==> src/rtl/instr_sequencer.sv <==
// Moore control sequencer: fetch, decode and execute of MOV/ALU/LDR/STR.
// Optional HALT state for opcode 111 is built when SEQ_HALT_EN is defined.
module instr_sequencer (
    input  logic       clk,
    input  logic       reset,
    input  logic [2:0] opcode,
    input  logic [1:0] op,
    input  logic       mem_rdy,
    output logic       reset_pc,
    output logic       load_pc,
    output logic       load_ir,
    output logic       load_addr,
    output logic       addr_sel,
    output logic [1:0] mem_cmd,
    output logic [3:0] vsel,
    output logic [2:0] nsel,
    output logic       write,
    output logic       loada,
    output logic       loadb,
    output logic       asel,
    output logic       bsel,
    output logic       loadc,
    output logic       loads,
    output logic       halted
);

    localparam logic [4:0] S_RST  = 5'd0;
    localparam logic [4:0] S_IF1  = 5'd1;
    localparam logic [4:0] S_IF2  = 5'd2;
    localparam logic [4:0] S_UPC  = 5'd3;
    localparam logic [4:0] S_DEC  = 5'd4;
    localparam logic [4:0] S_MI   = 5'd5;
    localparam logic [4:0] S_MR1  = 5'd6;
    localparam logic [4:0] S_MR2  = 5'd7;
    localparam logic [4:0] S_MR3  = 5'd8;
    localparam logic [4:0] S_GA   = 5'd9;
    localparam logic [4:0] S_GB   = 5'd10;
    localparam logic [4:0] S_EX   = 5'd11;
    localparam logic [4:0] S_CMP  = 5'd12;
    localparam logic [4:0] S_WB   = 5'd13;
    localparam logic [4:0] S_LA   = 5'd14;
    localparam logic [4:0] S_LB   = 5'd15;
    localparam logic [4:0] S_LC   = 5'd16;
    localparam logic [4:0] S_LM   = 5'd17;
    localparam logic [4:0] S_LW   = 5'd18;
    localparam logic [4:0] S_SA   = 5'd19;
    localparam logic [4:0] S_SB   = 5'd20;
    localparam logic [4:0] S_SC   = 5'd21;
    localparam logic [4:0] S_SD   = 5'd22;
    localparam logic [4:0] S_SE   = 5'd23;
    localparam logic [4:0] S_SF   = 5'd24;
`ifdef SEQ_HALT_EN
    localparam logic [4:0] S_HALT = 5'd25;
`endif

    localparam logic [1:0] CMD_NONE  = 2'b00;
    localparam logic [1:0] CMD_READ  = 2'b01;
    localparam logic [1:0] CMD_WRITE = 2'b10;

    localparam logic [3:0] V_C   = 4'b0001;
    localparam logic [3:0] V_IMM = 4'b0100;
    localparam logic [3:0] V_MEM = 4'b1000;

    localparam logic [2:0] N_RN = 3'b100;
    localparam logic [2:0] N_RD = 3'b010;
    localparam logic [2:0] N_RM = 3'b001;

    logic [4:0] state_q;
    logic [4:0] state_d;
    logic       cmp_q;
    logic       cmp_d;

    always_ff @(posedge clk) begin
        if (!reset) begin
            state_q <= S_RST;
            cmp_q   <= 1'b0;
        end else begin
            state_q <= state_d;
            cmp_q   <= cmp_d;
        end
    end

    // The CMP flavour is captured in DECODE so later op changes are ignored.
    always_comb begin
        cmp_d = cmp_q;
        if (state_q == S_DEC) begin
            cmp_d = (op == 2'b01);
        end
    end

    always_comb begin
        state_d = state_q;
        case (state_q)
            S_RST: state_d = S_IF1;
            S_IF1: state_d = mem_rdy ? S_IF2 : S_IF1;
            S_IF2: state_d = S_UPC;
            S_UPC: state_d = S_DEC;
            S_DEC: begin
                state_d = S_IF1;
                if (opcode == 3'b110 && op == 2'b10) begin
                    state_d = S_MI;
                end else if (opcode == 3'b110 && op == 2'b00) begin
                    state_d = S_MR1;
                end else if (opcode == 3'b101) begin
                    state_d = S_GA;
                end else if (opcode == 3'b011 && op == 2'b00) begin
                    state_d = S_LA;
                end else if (opcode == 3'b100 && op == 2'b00) begin
                    state_d = S_SA;
`ifdef SEQ_HALT_EN
                end else if (opcode == 3'b111) begin
                    state_d = S_HALT;
`endif
                end
            end
            S_MI:  state_d = S_IF1;
            S_MR1: state_d = S_MR2;
            S_MR2: state_d = S_MR3;
            S_MR3: state_d = S_IF1;
            S_GA:  state_d = S_GB;
            S_GB:  state_d = cmp_q ? S_CMP : S_EX;
            S_EX:  state_d = S_WB;
            S_CMP: state_d = S_IF1;
            S_WB:  state_d = S_IF1;
            S_LA:  state_d = S_LB;
            S_LB:  state_d = S_LC;
            S_LC:  state_d = S_LM;
            S_LM:  state_d = mem_rdy ? S_LW : S_LM;
            S_LW:  state_d = S_IF1;
            S_SA:  state_d = S_SB;
            S_SB:  state_d = S_SC;
            S_SC:  state_d = S_SD;
            S_SD:  state_d = S_SE;
            S_SE:  state_d = S_SF;
            S_SF:  state_d = mem_rdy ? S_IF1 : S_SF;
`ifdef SEQ_HALT_EN
            S_HALT: state_d = S_HALT;
`endif
            default: state_d = S_RST;
        endcase
    end

    always_comb begin
        reset_pc  = 1'b0;
        load_pc   = 1'b0;
        load_ir   = 1'b0;
        load_addr = 1'b0;
        addr_sel  = 1'b0;
        mem_cmd   = CMD_NONE;
        vsel      = 4'b0000;
        nsel      = 3'b000;
        write     = 1'b0;
        loada     = 1'b0;
        loadb     = 1'b0;
        asel      = 1'b0;
        bsel      = 1'b0;
        loadc     = 1'b0;
        loads     = 1'b0;
        halted    = 1'b0;
        case (state_q)
            S_RST: begin
                reset_pc = 1'b1;
                load_pc  = 1'b1;
            end
            S_IF1: begin
                addr_sel = 1'b1;
                mem_cmd  = CMD_READ;
            end
            S_IF2: begin
                addr_sel = 1'b1;
                mem_cmd  = CMD_READ;
                load_ir  = 1'b1;
            end
            S_UPC: load_pc = 1'b1;
            S_MI: begin
                nsel  = N_RN;
                vsel  = V_IMM;
                write = 1'b1;
            end
            S_MR1: begin
                nsel  = N_RM;
                loadb = 1'b1;
            end
            S_MR2: begin
                asel  = 1'b1;
                loadc = 1'b1;
            end
            S_MR3, S_WB: begin
                nsel  = N_RD;
                vsel  = V_C;
                write = 1'b1;
            end
            S_GA, S_LA, S_SA: begin
                nsel  = N_RN;
                loada = 1'b1;
            end
            S_GB: begin
                nsel  = N_RM;
                loadb = 1'b1;
            end
            S_EX:  loadc = 1'b1;
            S_CMP: loads = 1'b1;
            S_LB, S_SB: begin
                bsel  = 1'b1;
                loadc = 1'b1;
            end
            S_LC, S_SC: load_addr = 1'b1;
            S_LM: mem_cmd = CMD_READ;
            S_LW: begin
                mem_cmd = CMD_READ;
                nsel    = N_RD;
                vsel    = V_MEM;
                write   = 1'b1;
            end
            S_SD: begin
                nsel  = N_RD;
                loadb = 1'b1;
            end
            S_SE: begin
                asel  = 1'b1;
                loadc = 1'b1;
            end
            S_SF: mem_cmd = CMD_WRITE;
`ifdef SEQ_HALT_EN
            S_HALT: halted = 1'b1;
`endif
            default: ;
        endcase
    end

endmodule

==> config.mk <==
export PLATFORM = sky130hd
export DESIGN_NAME = instr_sequencer
export DESIGN_NICKNAME = d
export VERILOG_FILES = /design/src/rtl/instr_sequencer.sv
export SDC_FILE = /design/constraint.sdc
export NUM_CORES = 1
export LEC_CHECK = 0
export ABC_AREA = 0
export CAP_MARGIN = 20
export CORE_MARGIN = 2
export CORE_UTILIZATION = 44
export DETAILED_ROUTE_END_ITERATION = 8
export PLACE_DENSITY_LB_ADDON = 0.15
export SLEW_MARGIN = 20
export SYNTH_ARGS = -nofsm -noshare
export SYNTH_HDL_FRONTEND = slang
export SYNTH_SLANG_ARGS = --single-unit
==> constraint.sdc <==
create_clock -name clk -period 3.4 [get_ports clk]
set_input_delay 0.68 -clock clk [delete_from_list [all_inputs] [get_ports clk]]
set_output_delay 0.68 -clock clk [all_outputs]
set_load 0.03 [all_outputs]
sizes.png
(8 px per um)
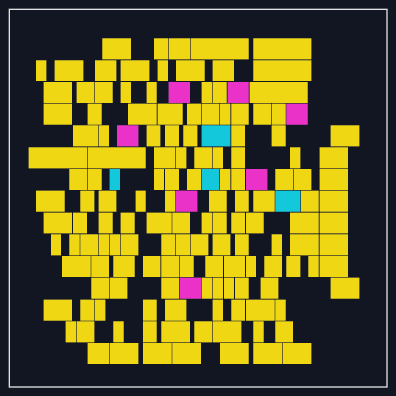
_0 and _1 cells -> yellow  # cells 141, share 93%
_2 cells -> cyan  # cells 4, share 2.6%
_3 and _4 cells -> magenta  # cells 7, share 4.6%

layer_met2.png
(6 px per um)
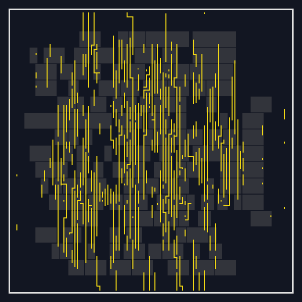
wire length on this layer = 1060 um
longest straight run = 18.4 um
nets with wire on the layer = 141
share of all routed wire = 46%
main direction = vertical
via count: 1032
Total Wirelength: 2313 um

logic_types.png
(10 px per um)
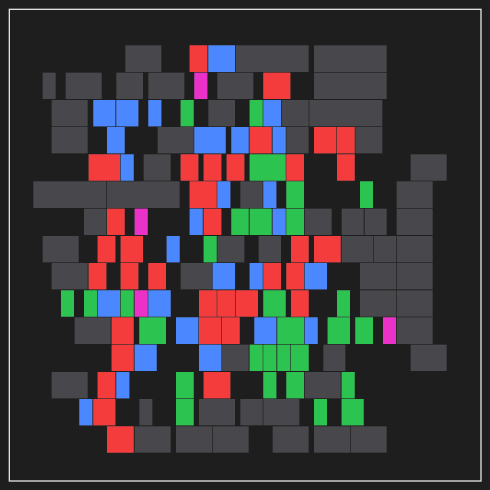
inv cells -> magenta  # cells 4, most used inv_1
aoi and oai cells -> red  # cells 35, most used a21oi_1
nor cells -> green  # cells 29, most used nor2_1
nand cells -> blue  # cells 27, most used nand2_1
Top cell excl fill/tap: clkdlybuf4s50_1
multi-input combinational area share: 55.16%

io_fan.png
(10 px per um)
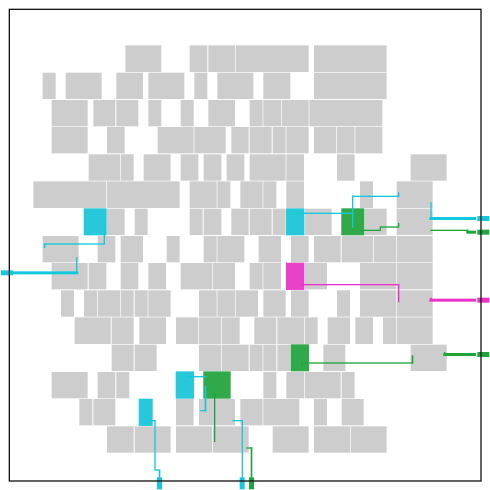
vsel -> cyan  # bits 4, direction output, end cells 4, wire 52.6 um
nsel -> green  # bits 3, direction output, end cells 3, wire 32.2 um
loadc -> magenta  # bits 1, direction output, end cells 1, wire 15.9 um
Port-buffer cells: 27
I/O Pins: 30

congestion.png
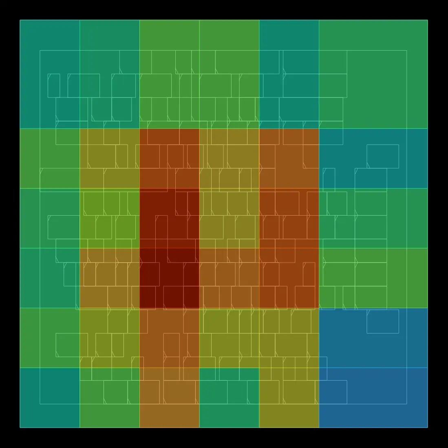
WL/cell: 13.07 um
Most Crowded Layer GR: met1
met3 usage: 4.615%

## layout make-up
type / count / area [um2] / area share (%)
Multi-Input combinational cell: 108 / 601.8 / 55.16
Timing Repair Buffer: 31 / 300.3 / 27.52
Clock buffer: 3 / 22.52 / 2.064
Tap cell: 25 / 31.28 / 2.867
Sequential cell: 6 / 120.1 / 11.01
Inverter: 4 / 15.01 / 1.376
## through the flow
step	setup slack, ns	total power [mW]	util (%)	cells	hold slack [ns]
after floorplan	0.8849	0.1422	-	132	0.4543
after global placement	0.6248	0.1723	61.88	174	0.5174
after detailed placement	0.5712	0.1738	61.88	174	0.5089
after CTS	0.3041	0.2410	63.19	177	0.5132
after global routing	0.1484	0.2536	63.19	177	0.5513
final	0.2794	0.2414	63.19	177	0.5100
## logic make-up after synthesis
kind of cell	Yosys count	share of synthesized area (%)
and+or+nand+nor	65	41.48
AOI/OAI and AO/OA	38	27.96
buffers and inverters	18	11.83
DFF	6	14.75
muxes	2	2.458
xor gates and xnor gates	1	1.075
other	1	0.4604
## cell usage in the layout, fill, tap and decap left out, types with 4 or more instances in the layout
cell type	n
nor2_1	14
o22ai_1	4
o21ai_0	9
a21oi_1	12
clkdlybuf4s50_1	27
nand2_1	12
a31oi_1	4
buf_4	4
nor3_1	8
nand2b_1	10
dfxtp_1	6
## power by group
part | internal (mW) | switching (mW) | total, mW
Combinational | 0.0397 | 0.0554 | 0.0951
Sequential | 0.0730 | 0.00599 | 0.0790
Clock | 0.0400 | 0.0272 | 0.0673
Total | 0.153 | 0.0886 | 0.241
## worst paths after layout
path / end / cells past startpoint / slack, ns / start
setup reg to reg: state_q[3] / 5 / 1.71 / state_q[4]
setup / recovery: nsel[2] / 6 / 0.28 / state_q[0]
hold / removal: cmp_q / 2 / 0.51 / cmp_q
hold reg to reg: cmp_q / 2 / 0.51 / cmp_q
==> flow_summary_export.csv <==
group,metric,value,unit
status,outcome,"completed",
worst_setup_path,crit_path_end_kind,"output port",
pwr,powerDensity,221.3,mW/mm2
placement,place_area,0.001069,mm2
drt,met3_length,213,um
sta,finClkSkew,0.01047,ns
placement,gp_congestion,0.8580,
drt,drc,0,
logic_synthesis,yosys.cell_types.count,37,
worst_hold_path,hold_class,"reg -> reg",
logic_synthesis,ys_async_sr_fraction,0,%
worst_setup_path,crit_path_cell_trace,"nand2b_1 -> o22ai_1 -> nor2b_1 -> a31o_2 -> or2_1 -> clkdlybuf4s50_1",
drt,top_layer,"met4",
grt,track_usage,22.95,%
grt,grt_max_degree,20,
sta,period_needed,3.121,ns
clocking,post_cts_buffers,0,
clocking,clk_pin_slew,0.05,ns
logic_synthesis,top_cell,"nor2_1",
sta,hold_violations,0,
grt,met1_usage,34.40,%
logic_synthesis,syn_avg_cell_area,6.218,um2
drt,m1WireLength,996,um
drt,drt-initial-drc-count,48,
clocking,h-tree-depth,1,
worst_setup_path,path_class,"reg -> out",
grt,grt_pass1_vias,812,
worst_setup_path,cp.buffers_inverters,1,
layout,regMostFlops,"state_q",
worst_setup_path,arrival,2.44,ns
layout,drive_gt1_share,7.237,%
pwr,ir_drop,154.6,uV
clocking,clkLatencyLatePin,0.25,ns
placement,place.detailed.hpwl,1726,um
logic_synthesis,syn_inst,131,
pwr,leakage,0.3975,nW
clocking,root_buffer,"clkbuf_4",
clocking,cts.repair.resized,0,
logic_synthesis,netlist_top_cells_count,"nor2_1, a21oi_1, nand2_1",
flow_run,warnings,26,
layout,n_fill_cell,177,
logic_synthesis,top_cell_area_share,14.75,%
sta,slew_viol_final,0,
drt,first_pass_iters,4,
drt,wl_met2,1064,um
clocking,cts.sinks,6,
worst_setup_path,cp_max_fo,15,
grt,grt_pass1_wl,3677,um
drt,final_antenna_net_count,0,
sta,setup_viol,0,
clocking,clk_path_buf_depth,2,
sta,slew_headroom,61.55,%
worst_setup_path,crit_family,"simple AND/OR/NAND/NOR gates",
logic_synthesis,syn_area,814.5,um2
grt,antenna_found_initial,0,
flow_run,maxCapViolCount,0,
grt,overflow,0,
clocking,numCtsBuffers,3,
layout,diodes,0,
logic_synthesis,yosys_warnings,0,
floorplan,coreArea,0.001727,mm2
layout,area_growth,33.95,%
logic_synthesis,flop_cell,"dfxtp_1",
drt,via_per_inst,5.831,
layout,fin_area,0.001091,mm2
floorplan,die_h,47.03,um
sta,tightest_slew,0.5707,ns
logic_synthesis,synth_seq_share,14.75,%
worst_setup_path,crit_path_top_delay_cell,"dfxtp_1",
worst_setup_path,cp-start-kind,"register",
layout,num-nets-final,162,
logic_synthesis,ys_chip_area,814.5,um2
logic_synthesis,largest_area_cell,"dfxtp_1",
logic_synthesis,ys_ff,6,
logic_synthesis,topCellsByArea,"dfxtp_1, nand2b_1, a21oi_1",
floorplan,die-area,0.002211,mm2
worst_setup_path,crit_path_max_incr_delay,0.59,ns
sta,finalCritPeriodShare,91.78,%
logic_synthesis,synth_stat.cells,131,
clocking,ctsHoldBuffers,0,
sta,tns,0,ns
worst_setup_path,required,2.72,ns
sta,rsz0062_at_grt,"no",
clocking,cts_tree,"built",
floorplan,fp_util,47.17,%
floorplan,rows,15,
No activity file was given, so power comes from the tool's default toggle rates.
